Design buzzer_tune_fetch, sky130hd; sources not shown.
Fig. 1: run 1, PDN straps and rails
Scale bar: 20 um. Pins as bars on the die edge. Tap cells in grey.
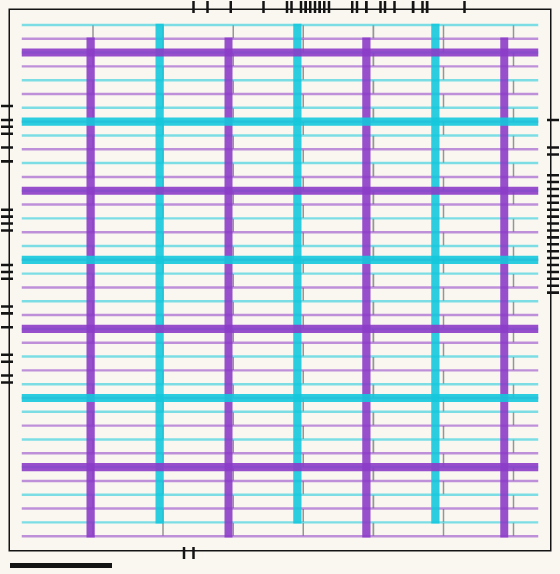
VSS: shown in purple. VDD: shown in cyan.
66 signal pins sit on the boundary. The core has 37 rows.
Die X: 106 um
Die Height: 106 um
core area: 10200 sq um
maximum VDD drop: 0.305 mV

Fig. 2: run 1, port wiring
Scale bar: 20 um.
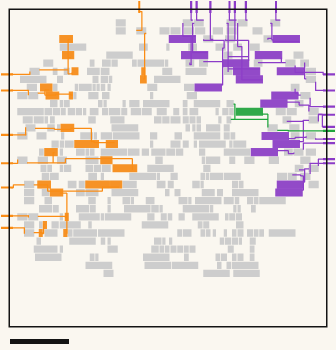
`buf_data`: shown in purple, direction output, edge 9 right, 7 top, end cells 16, wire 343 um. `ready`: shown in green, direction output, edge right, end cells 1, wire 40.4 um. `cfg_base`: shown in orange, direction input, edge 7 left, 1 top, end cells 22, wire 249 um.
port buffer count: 65
I/O Pins: 66

Fig. 3: run 1, placement density heat map
Scale bar: 20 um. The die is cut into 11 by 11 equal tiles; white is low, dark blue is high, 0 to 100% covered.
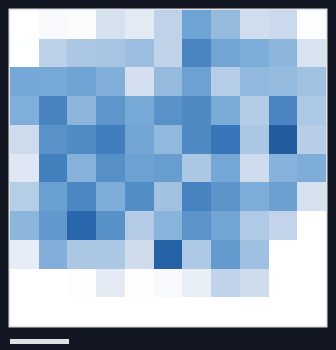
The mean over all tiles is 35%. The emptiest ninth of the die: bottom right. 19% of the tiles are nearly empty. The fullest tile reaches 82%. 2.5% of the tiles are over 75% full.
Final Util: 0.399
initial cell density of the core: 0.307

==> flow_summary_export.csv, run 1 <==
group,metric,value,unit
place,hpwlAfterDp,5.60,mm
grt,grtUsageTotal,0.139,
drt,antenna_left,0,
sta,finalSetupTns,0,ns
logic_synthesis,postSynthCellCount,314,
logic_synthesis,yosys_cells,314,
clock_network,cts-htree-levels,2,
final_layout,drive_gt1_frac,0.102,
logic_synthesis,yosys_area,3140,sq um
critical_path,arrival,2.69,ns
sta,tightestPinTransition,0.973,ns
final_layout,nNetsFinal,440,
sta,fin_crit,2.50,ns
logic_synthesis,top_cell,"dfrtp_1",
sta,finalCritPeriodShare,0.924,
clock_network,clkTransAtPathRegs,0.11,ns
sta,whs,0.451,ns
drt,wirelength,7.41,mm
grt,grt_max_degree,31,
critical_path,cp-start-kind,"input pin",
critical_path,endpoint_kind,"flip-flop",
final_layout,nFillCells,999,
logic_synthesis,synth_top_area_share,0.422,
clock_network,cts.sinks,53,
pwr,p_per_area,651,nW/um^2
logic_synthesis,synthFlopType,"dfrtp_1",
critical_path,required,2.90,ns
sta,fmax,401,MHz
critical_path,path_max_fanout,2,
clock_network,cts_buffers,5,
sta,rsz0062_at_grt,"no",
grt,grt_pass1_wl,12.7,mm
sta,finalClockSkew,0.0102,ns
final_layout,combGateArea,1690,sq um
place,place_congestion,0.816,
logic_synthesis,largest_area_cell,"dfrtp_1",
final_layout,lay_top_count,"clkdlybuf4s50_1",
sta,setup_viol,0,
logic_synthesis,synth_async_sr_flop_share,1.00,
logic_synthesis,synth_nets,371,
logic_synthesis,synth_cell_types,53,
clock_network,cts_tree,"done",
drt,firstDrtPassIters,4,
clock_network,cts_resized,0,
outcome,status,"finished clean",
job,maxCapViolations,0,
final_layout,diodes,0,
critical_path,r2r_cells,9,
drt,vias,2614,
critical_path,crit_type,"in2reg",
final_layout,area_delta_synth_final,30.0,%
drt,drc,0,
job,tool_warnings,27,
grt,grt_pass1_vias,2592,
clock_network,cts.path.max_buffers,2,
drt,routedWlPerCell,14.2,um
clock_network,hold_buffers,0,
logic_synthesis,common_cells,"53 x dfrtp_1, 29 x nand2_1, 19 x o21ai_0, 17 x or3_1",
clock_network,cts_setup_buffers,0,
final_layout,lay_top_cells,"65 x clkdlybuf4s50_1, 53 x dfrtp_1, 29 x nand2_1",
sta,max-slew-margin-rel,0.349,
pwr,cellLeakagePower,1.69,nW
die,dieArea,11300,sq um
logic_synthesis,syn_avg_cell_area,10.0,sq um
clock_network,clock.latency.late_pin,0.31,ns
logic_synthesis,syn_area,3140,sq um
sta,slew_viol_final,0,
drt,vias_per_cell,5.03,
grt,grt-ovfl-total,0,
logic_synthesis,ys_ff,53,
sta,finalHoldViolations,0,
critical_path,reg2reg_slack,0.43,ns
worst_hold_path,min_path_type,"in2async",
final_layout,flop_area,1330,sq um
grt,antenna_found_initial,0,
die,rows,37,
logic_synthesis,edf_count,0,
logic_synthesis,ys_seq_frac,0.422,
drt,drtIter0Drc,91,
logic_synthesis,ys_top_cells_by_area,"dfrtp_1 42%, ha_1 6.4%, a22o_1 4.5%",
clock_network,cts_root_buffer,"clkbuf_8",
logic_synthesis,yosys_warnings,0,
-- run 1: metrics by stage --
stage,power (mW),instance area (sq um),instances,setup WS [ns],util
6_report,2.65,4080,520,0.205,0.399
5_1_grt,2.86,4080,520,0.138,0.399
4_1_cts,2.70,4080,520,0.207,0.399
3_5_place_dp,2.20,3990,512,-0.141,0.390
3_3_place_gp,2.19,3990,512,-0.105,0.390
2_1_floorplan,1.72,3140,314,0.447,-
-- run 1: where the power goes --
group	internal (mW)	leakage [nW]	total (mW)	switching (mW)
logic	0.609	0.971	1.07	0.463
registers	0.980	0.681	1.11	0.128
clock network	0.189	0.0423	0.474	0.285
total	1.78	1.69	2.65	0.876
-- run 1: logic make-up (layout without fill, tap and decap cells) --
group	Yosys count	after routing	synth area share
multiplexers	15	15	0.0705
AND/OR/NAND/NOR	105	105	0.177
adder cells (fa/ha/maj)	18	18	0.0765
flip-flops	53	53	0.422
buffers and inverters	27	97	0.0379
XOR/XNOR	10	10	0.0279
AND-OR/OR-AND	86	86	0.188
-- run 1: critical path, cell delays in order --
cell	delay (ns)
clkdlybuf4s50_1	0.45
inv_1	0.05
ha_1	0.22
fa_1	0.41
nor2b_1	0.13
o21a_1	0.14
nor2_1	0.05
xnor2_1	0.11
mux4_2	0.46
mux2_2	0.27
-- run 1: layout make-up --
class                   count  area share
multi-input cells         234       0.415
flip-flops and latches     53       0.325
repair buffers             76       0.183
well taps                 136      0.0417
clock buffers               5      0.0169
inverters                  13      0.0120
clock inverters             3     0.00644
-- run 1: layer usage --
layer | vias to the layer above | share of wire | wire [um] | global-route usage
met4 | 0 | 0.0035 | 26 | 0.0226
met3 | 2 | 0.038 | 284 | 0.0245
met1 | 1274 | 0.48 | 3550 | 0.196
met2 | 47 | 0.48 | 3550 | 0.228
met5 | - | 0 | 0 | 0
li1 | 1291 | - | - | -
Fig. 4: run 1, cell placement
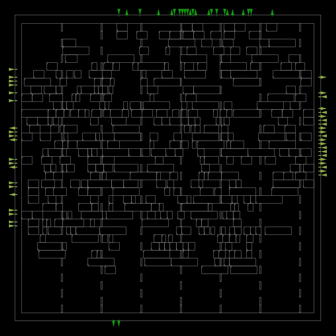

==> run 2, diff against run 1 <==
Settings changed: CORE_MARGIN 2 to 5, CORE_UTILIZATION 30 to 40, PLACE_DENSITY 0.55 to 0.71.
Clock period 2.7 ns to 2 ns, I/O delays scaled along.
Fig. 5: run 2, cell placement
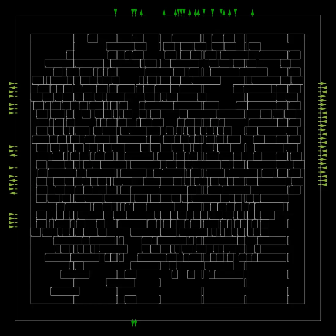
fill count: 676
Flops: 53

Fig. 6: run 2, placement density heat map
Scale bar: 20 um. The die is cut into 10 by 10 equal tiles; white is low, dark blue is high, 0 to 100% covered.
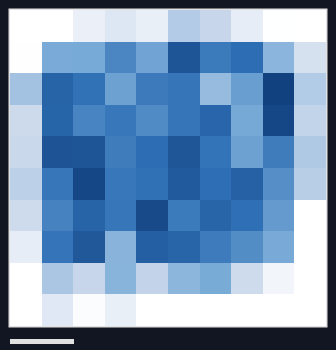
The mean over all tiles is 46%. 20% of the tiles are over 75% full. The emptiest ninth of the die: bottom right. 17% of the tiles are nearly empty.
Final Util: 0.598
core area: 7690 sq um
initial cell density of the core: 0.408

==> flow_summary_export.csv, run 2 <==
group,metric,value,unit
logic_synthesis,ys_ff,53,
logic_synthesis,synth_top_area_share,0.422,
drt,firstDrtPassIters,4,
pwr,p_per_area,872,nW/um^2
sta,max-slew-margin-rel,0.711,
sta,finalCritPeriodShare,1.11,
clock_network,clkTransAtPathRegs,0.09,ns
grt,antenna_found_initial,0,
logic_synthesis,common_cells,"53 x dfrtp_1, 29 x nand2_1, 19 x o21ai_0, 17 x or3_1",
critical_path,arrival,2.41,ns
sta,rsz0062_at_grt,"yes",
final_layout,area_delta_synth_final,46.6,%
clock_network,cts-htree-levels,2,
logic_synthesis,postSynthCellCount,314,
pwr,fin_total_pwr,4.01,mW
sta,setup_viol,4,
job,tool_warnings,30,
logic_synthesis,syn_area,3140,sq um
final_layout,design_area,4600,sq um
die,die_w,98.6,um
place,portBuffers,65,
critical_path,path_depth,9,
final_layout,nNetsFinal,493,
logic_synthesis,ys_seq_frac,0.422,
worst_hold_path,min_path_type,"in2async",
logic_synthesis,ys_top_cells_by_area,"dfrtp_1 42%, ha_1 6.4%, a22o_1 4.5%",
outcome,status,"finished, violations left",
clock_network,cts_root_buffer,"clkbuf_8",
grt,grt_pass1_vias,2913,
critical_path,cp-start-kind,"flip-flop",
grt,grt-ovfl-total,0,
critical_path,slowest_stage,"mux4_2",
place,place_congestion,0.914,
clock_network,cts.path.max_buffers,2,
drt,antenna_left,0,
logic_synthesis,synth_nets,371,
job,maxCapViolations,0,
die,ios,66,
logic_synthesis,top_cell,"dfrtp_1",
logic_synthesis,yosys_warnings,0,
drt,wirelength,8.03,mm
logic_synthesis,synth_async_sr_flop_share,1.00,
grt,grt_pass1_wl,13.4,mm
critical_path,path_buffers,1,
grt,grtUsageTotal,0.166,
sta,slew_viol_final,0,
clock_network,cts_buffers,5,
critical_path,crit_type,"reg2reg",
drt,routedWlPerCell,14.9,um
pwr,ir_drop,0.359,mV
sta,fmax,451,MHz
logic_synthesis,yosys_area,3140,sq um
logic_synthesis,yosys_cells,314,
die,dieArea,9720,sq um
critical_path,required,2.20,ns
critical_path,reg2reg_slack,-0.22,ns
sta,setup_slack,-0.217,ns
logic_synthesis,syn_avg_cell_area,10.0,sq um
drt,vias_per_cell,5.26,
outcome,violations,"negative setup slack",
sta,finalClockSkew,0.00359,ns
grt,grt_max_degree,23,
final_layout,drive_gt1_frac,0.268,
critical_path,crit_chain,"inv_2 -> ha_4 -> fa_2 -> nor2b_1 -> o21a_1 -> nor2_1 -> xnor2_1 -> mux4_2 -> mux2_4",
critical_path,slowest_delay,0.48,ns
Fig. 7: run 2, where the registers sit
Scale bar: 20 um. Other sequential cells in the stronger grey, the rest of the logic in the fainter grey.
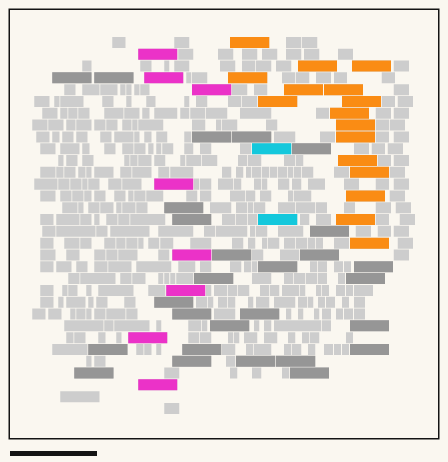
`buf_data`: shown in orange, sequential cells 16, where top right. `mem_addr`: shown in magenta, sequential cells 8. `state`: shown in cyan, sequential cells 2.
Another 27 sequential cells are not coloured.
register area: 1330 sq um
Power Sequential: 1.50 mW
fraction of area in registers: 0.288

## run 2: metal layers
layer | GRT usage | wire length [um] | vias to the layer above
met3 | 0.0361 | 371 | 9
li1 | - | - | 1398
met1 | 0.215 | 3740 | 1362
met5 | 0 | 0 | -
met4 | 0.0462 | 91 | 0
met2 | 0.280 | 3830 | 68
## run 2: through the flow
stage               hold slack, ns  setup TNS [ns]  instances
floorplan                    0.417         -0.0945        314
global placement             0.471           -3.08        523
detailed placement           0.466           -3.54        523
CTS                          0.304          -0.316        535
global route                 0.327          -0.644        539
finish                       0.302          -0.347        539
## run 2: cell type report
type                    instances  area [sq um]  share of cell area
repair buffers                129          1150               0.250
clock inverters                 2          37.5             0.00816
flip-flops and latches         53          1330               0.288
inverters                      13          48.8              0.0106
clock buffers                   6          82.6              0.0179
well taps                     102           128              0.0277
multi-input cells             234          1830               0.397
## run 2: power by group
part           switching, mW  internal, mW
logic                  0.717          1.04
clock network          0.351         0.407
registers              0.178          1.32
## run 2: kinds of logic after synthesis
kind of cell,share of synthesized area
and+or+nand+nor,0.177
AOI/OAI and AO/OA,0.188
DFF,0.422
buffers and inverters,0.0379
adders and majority gates,0.0765
muxes,0.0705
xor gates and xnor gates,0.0279
## run 2: repair_timing
| action | 4_1_cts | 5_1_grt |
|---|---|---|
| hold buffers | 0 | 0 |
| setup endpoints to repair | 6 | 30 |
| resized | 32 | 9 |
| pin swaps | 12 | 3 |
| setup buffers | 4 | 4 |
Power and IR drop assume default switching activity.
